Metal layers overlaid:
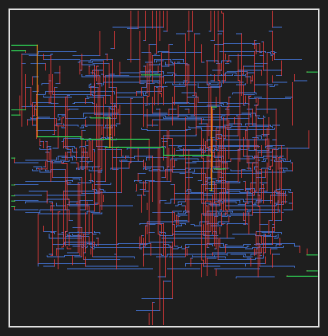
Routed clock nets over the placement:
Bar = 20 um.
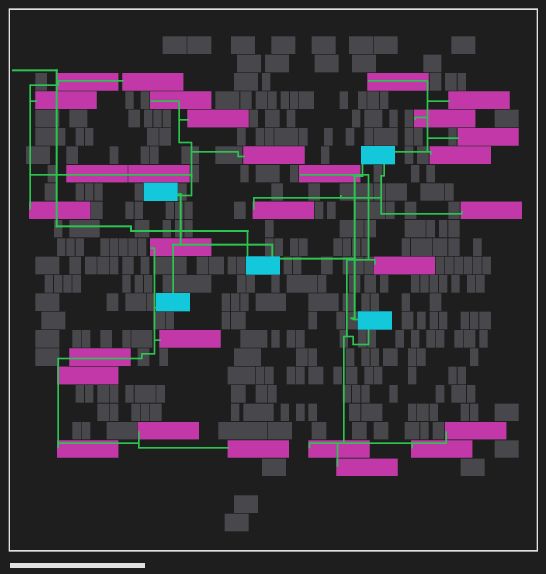
M3 wires:
Bar = 20 um. Cells faint in the background.
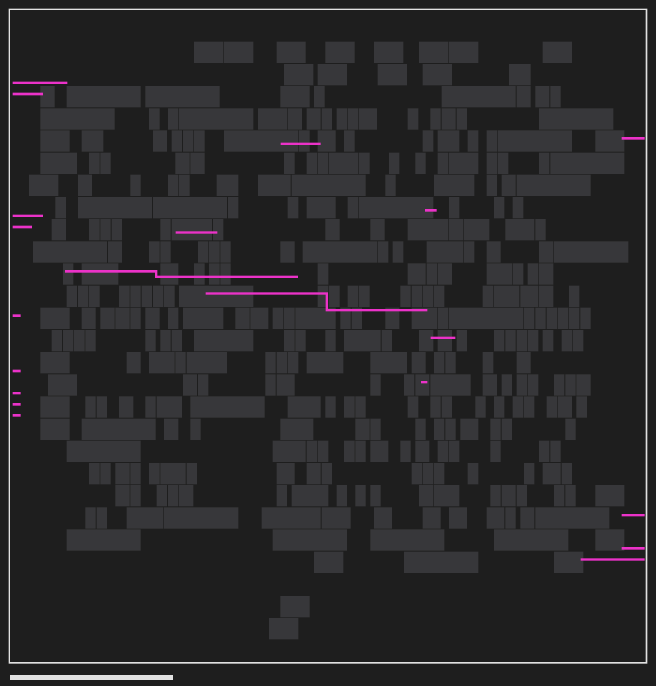
Signal wires on met2:
Cells faint in the background.
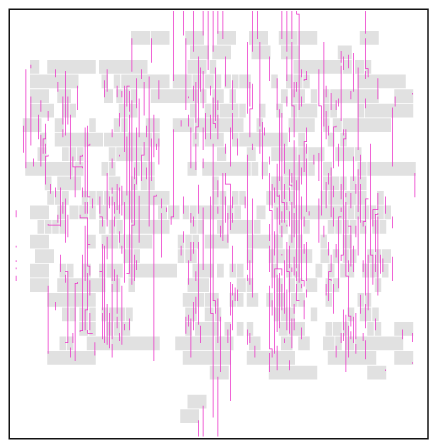
Routing congestion:
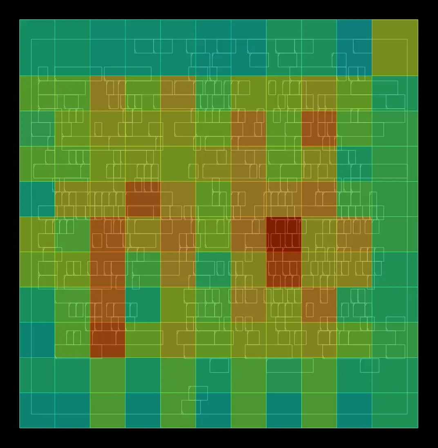
$ cat src/rtl/uart_rx_bit_timer.sv
// uart_rx_bit_timer: oversampling edge/bit timing engine for the UART receiver.
// Counts PRESCALE clock-enable edges per bit and a configurable number of bits
// per frame, and majority-votes three samples taken around mid-bit.
//
// Handshake note: this block has no valid/ready pair. SAMPLE_VALID, BIT_DONE and
// FRAME_DONE are single-cycle registered strobes that the consumers must take in
// the cycle they are high; there is no back-pressure. START is a request that is
// only honoured in IDLE, and COUNT_CLR overrides everything except RST.
// The FSM has two states, so BUSY is a direct copy of the state register and
// serves as its debug view.
module uart_rx_bit_timer #(
  parameter int PS_W       = 6,
  parameter int DATA_WIDTH = 8,
  parameter int BC_W       = 5
) (
  input  logic            CLK,
  input  logic            RST,
  input  logic            EN,
  input  logic            START,
  input  logic            COUNT_CLR,
  input  logic [PS_W-1:0] PRESCALE,
  input  logic            PAR_EN,
  input  logic            STOP2,
  input  logic            RX_IN,
  output logic [PS_W-1:0] EDGE_COUNT,
  output logic [BC_W-1:0] BIT_COUNT,
  output logic            SAMPLED_BIT,
  output logic            SAMPLE_VALID,
  output logic            BIT_DONE,
  output logic            FRAME_DONE,
  output logic            BUSY,
  output logic            PS_ERR
);

  typedef enum logic {IDLE = 1'b0, ACTIVE = 1'b1} state_e;

  localparam logic [PS_W-1:0] PS_MIN   = PS_W'(4);
  localparam logic [BC_W-1:0] FLEN_BASE = BC_W'(2 + DATA_WIDTH);

  state_e          state_q, state_d;
  logic [PS_W-1:0] ps_q, ps_d;
  logic [BC_W-1:0] flen_q, flen_d;   // frame length; encodes latched PAR_EN/STOP2
  logic [PS_W-1:0] edge_cnt_q, edge_cnt_d;
  logic [BC_W-1:0] bit_cnt_q, bit_cnt_d;
  logic            s0_q, s0_d;
  logic            s1_q, s1_d;
  logic            sampled_bit_q, sampled_bit_d;
  logic            sample_valid_q, sample_valid_d;
  logic            bit_done_q, bit_done_d;
  logic            frame_done_q, frame_done_d;
  logic            ps_err_q, ps_err_d;

  logic [PS_W-1:0] mid, mid_m1, mid_p1, last_edge;
  logic [BC_W-1:0] last_bit;
  logic            at_last_edge, at_last_bit, vote;

  assign mid          = ps_q >> 1;
  assign mid_m1       = mid - PS_W'(1);
  assign mid_p1       = mid + PS_W'(1);
  assign last_edge    = ps_q - PS_W'(1);
  assign last_bit     = flen_q - BC_W'(1);
  assign at_last_edge = (edge_cnt_q == last_edge);
  assign at_last_bit  = (bit_cnt_q == last_bit);
  assign vote         = (s0_q & s1_q) | (s0_q & RX_IN) | (s1_q & RX_IN);

  // State and datapath registers, asynchronously cleared by RST.
  always_ff @(posedge CLK or negedge RST) begin
    if (!RST) begin
      state_q        <= IDLE;
      ps_q           <= '0;
      flen_q         <= '0;
      edge_cnt_q     <= '0;
      bit_cnt_q      <= '0;
      s0_q           <= 1'b0;
      s1_q           <= 1'b0;
      sampled_bit_q  <= 1'b0;
      sample_valid_q <= 1'b0;
      bit_done_q     <= 1'b0;
      frame_done_q   <= 1'b0;
      ps_err_q       <= 1'b0;
    end else begin
      state_q        <= state_d;
      ps_q           <= ps_d;
      flen_q         <= flen_d;
      edge_cnt_q     <= edge_cnt_d;
      bit_cnt_q      <= bit_cnt_d;
      s0_q           <= s0_d;
      s1_q           <= s1_d;
      sampled_bit_q  <= sampled_bit_d;
      sample_valid_q <= sample_valid_d;
      bit_done_q     <= bit_done_d;
      frame_done_q   <= frame_done_d;
      ps_err_q       <= ps_err_d;
    end
  end

  // Next-state logic: START with a legal prescale enters ACTIVE, last edge of last bit exits.
  always_comb begin
    state_d = state_q;
    if (COUNT_CLR) begin
      state_d = IDLE;
    end else begin
      case (state_q)
        IDLE:    if (START && (PRESCALE >= PS_MIN)) state_d = ACTIVE;
        ACTIVE:  if (EN && at_last_edge && at_last_bit) state_d = IDLE;
        default: state_d = IDLE;
      endcase
    end
  end

  // Datapath next values: config latch, edge/bit counters, mid-bit sampling and strobes.
  always_comb begin
    ps_d           = ps_q;
    flen_d         = flen_q;
    edge_cnt_d     = edge_cnt_q;
    bit_cnt_d      = bit_cnt_q;
    s0_d           = s0_q;
    s1_d           = s1_q;
    sampled_bit_d  = sampled_bit_q;
    ps_err_d       = ps_err_q;
    sample_valid_d = 1'b0;
    bit_done_d     = 1'b0;
    frame_done_d   = 1'b0;
    if (COUNT_CLR) begin
      edge_cnt_d = '0;
      bit_cnt_d  = '0;
      s0_d       = 1'b0;
      s1_d       = 1'b0;
      ps_err_d   = 1'b0;
    end else if (state_q == IDLE) begin
      if (START) begin
        if (PRESCALE >= PS_MIN) begin
          ps_d       = PRESCALE;
          flen_d     = FLEN_BASE + BC_W'(PAR_EN) + BC_W'(STOP2);
          edge_cnt_d = '0;
          bit_cnt_d  = '0;
          ps_err_d   = 1'b0;
        end else begin
          ps_err_d = 1'b1;
        end
      end
    end else if (EN) begin
      // The three sample points never overlap; the vote point may coincide with the wrap (PS=4).
      if (edge_cnt_q == mid_m1) s0_d = RX_IN;
      if (edge_cnt_q == mid)    s1_d = RX_IN;
      if (edge_cnt_q == mid_p1) begin
        sampled_bit_d  = vote;
        sample_valid_d = 1'b1;
      end
      if (at_last_edge) begin
        edge_cnt_d = '0;
        bit_done_d = 1'b1;
        if (at_last_bit) begin
          bit_cnt_d    = '0;
          frame_done_d = 1'b1;
        end else begin
          bit_cnt_d = bit_cnt_q + BC_W'(1);
        end
      end else begin
        edge_cnt_d = edge_cnt_q + PS_W'(1);
      end
    end
  end

  // Output mapping: every output comes straight from a register.
  always_comb begin
    EDGE_COUNT   = edge_cnt_q;
    BIT_COUNT    = bit_cnt_q;
    SAMPLED_BIT  = sampled_bit_q;
    SAMPLE_VALID = sample_valid_q;
    BIT_DONE     = bit_done_q;
    FRAME_DONE   = frame_done_q;
    BUSY         = (state_q == ACTIVE);
    PS_ERR       = ps_err_q;
  end

endmodule

$ cat config.mk
export PLATFORM = sky130hd
export DESIGN_NAME = uart_rx_bit_timer
export DESIGN_NICKNAME = d
export VERILOG_FILES = /design/src/rtl/uart_rx_bit_timer.sv
export SDC_FILE = /design/constraint.sdc
export NUM_CORES = 1
export LEC_CHECK = 0
export ABC_AREA = 1
export ABC_CLOCK_PERIOD_IN_PS = 4750
export CAP_MARGIN = 0
export CORE_AREA = 2 2 76 78
export DETAILED_ROUTE_END_ITERATION = 8
export DIE_AREA = 0 0 78 80
export GPL_TIMING_DRIVEN = 0
export SYNTH_ARGS = -nofsm -noshare
export SYNTH_HDL_FRONTEND = slang
export SYNTH_SLANG_ARGS = --single-unit
export TNS_END_PERCENT = 1
$ cat constraint.sdc
create_clock -name CLK -period 4.75 [get_ports CLK]
set_clock_uncertainty 0.05 [all_clocks]
set_input_delay 0.7125 -clock CLK [delete_from_list [all_inputs] [get_ports CLK]]
set_output_delay 0.7125 -clock CLK [all_outputs]
set_load 0.02 [all_outputs]
==> reports/metrics.csv <==
stage,metric,value,unit
run_status,run_status,"complete, no violations",
cells_and_area,area_growth,23.3,%
cells_and_area,finish.net_count,369,
synth,yosysUniqueCellTypes,28,
worst_setup_path,cp.required,3990,ps
cells_and_area,filler_cells,579,
timing,slew_viol_final,0,
floorplan,initial_utilization,38.7,%
worst_setup_path,critical_path.max_fanout,7,
power_and_ir_drop,power_top_consumer,combinational logic,
detailed_routing,met3_wirelength,105,um
synth,area_leaders,"sky130_fd_sc_hd__dfrtp_1 (35%), sky130_fd_sc_hd__nand2_1 (21%), sky130_fd_sc_hd__inv_1 (6.1%)",
detailed_routing,route.detailed.vias_per_inst,4.67,
timing,rsz0062_at_grt,false,
cells_and_area,final-clk-cell-share,3.93,%
synth,synth_flop_count,29,
synth,yosys-dominant-comb-family,simple AND/OR/NAND/NOR gates,
synth,ys_chip_area,2090,um^2
global_routing,grt_util_met3,3.39,%
timing,timing.setup.tns,0,ps
synth,post_synthesis_net_count,332,
cells_and_area,seq_area,726,um^2
synth,synth.cells.most_frequent,"sky130_fd_sc_hd__nand2_1 (119), sky130_fd_sc_hd__inv_1 (34), sky130_fd_sc_hd__nor2_1 (30)",
timing,setup_violations_final,0,
cts,cts_root_buffer,sky130_fd_sc_hd__clkbuf_8,
worst_setup_path,worst-endpoint-arrival,1430,ps
synth,synth-edff-count,0,
timing,hold-worst-slack,410,ps
detailed_routing,drt_first_pass_iters,4,
cells_and_area,final_core_utilization,47.7,%
cells_and_area,antenna_cells,0,
worst_setup_path,critical_path.slowest_cell,sky130_fd_sc_hd__clkdlybuf4s50_1,
worst_setup_path,critPathCapture,BIT_COUNT[2],
cts,cts_post_setup_buffers_inserted,0,
min_path,hold_path.class,primary input to asynchronous set/reset pin,
synth,synth_async_sr_flop_share,100,%
worst_setup_path,criticalPathCategory,register to primary output,
## Picture notes: 'metal layers overlaid'
layer	colour	wire length
met1	blue	2410 um
met4	orange	51.7 um
met3	green	106 um
met2	red	2290 um
global-route usage over all layers: 17.0%
Wirelength per Cell: 11.6 um

## Picture notes: 'routed clock nets over the placement'
[clock wires] green | length: 482 um
[flip-flops] magenta | count: 29
[cells driving clock nets] cyan | count: 5
routed clock nets	6
clk_lat worst skew: 280 ps
Power Clock: 0.231 mW

## Picture notes: 'M3 wires'
wire length on this layer	106 um
main direction	horizontal
post-detailed-routing wire length: 4.86 mm
detailed-route via count: 1961

## Picture notes: 'signal wires on met2'
nets with wire on the layer	264
wire length on this layer	2290 um
met2 track demand over resource in global routing: 28.2%

## Picture notes: 'routing congestion'
routing usage on met1: 22.4%
busiest metal layer after global routing: met2

No activity file was given, so power comes from the tool's default toggle rates.
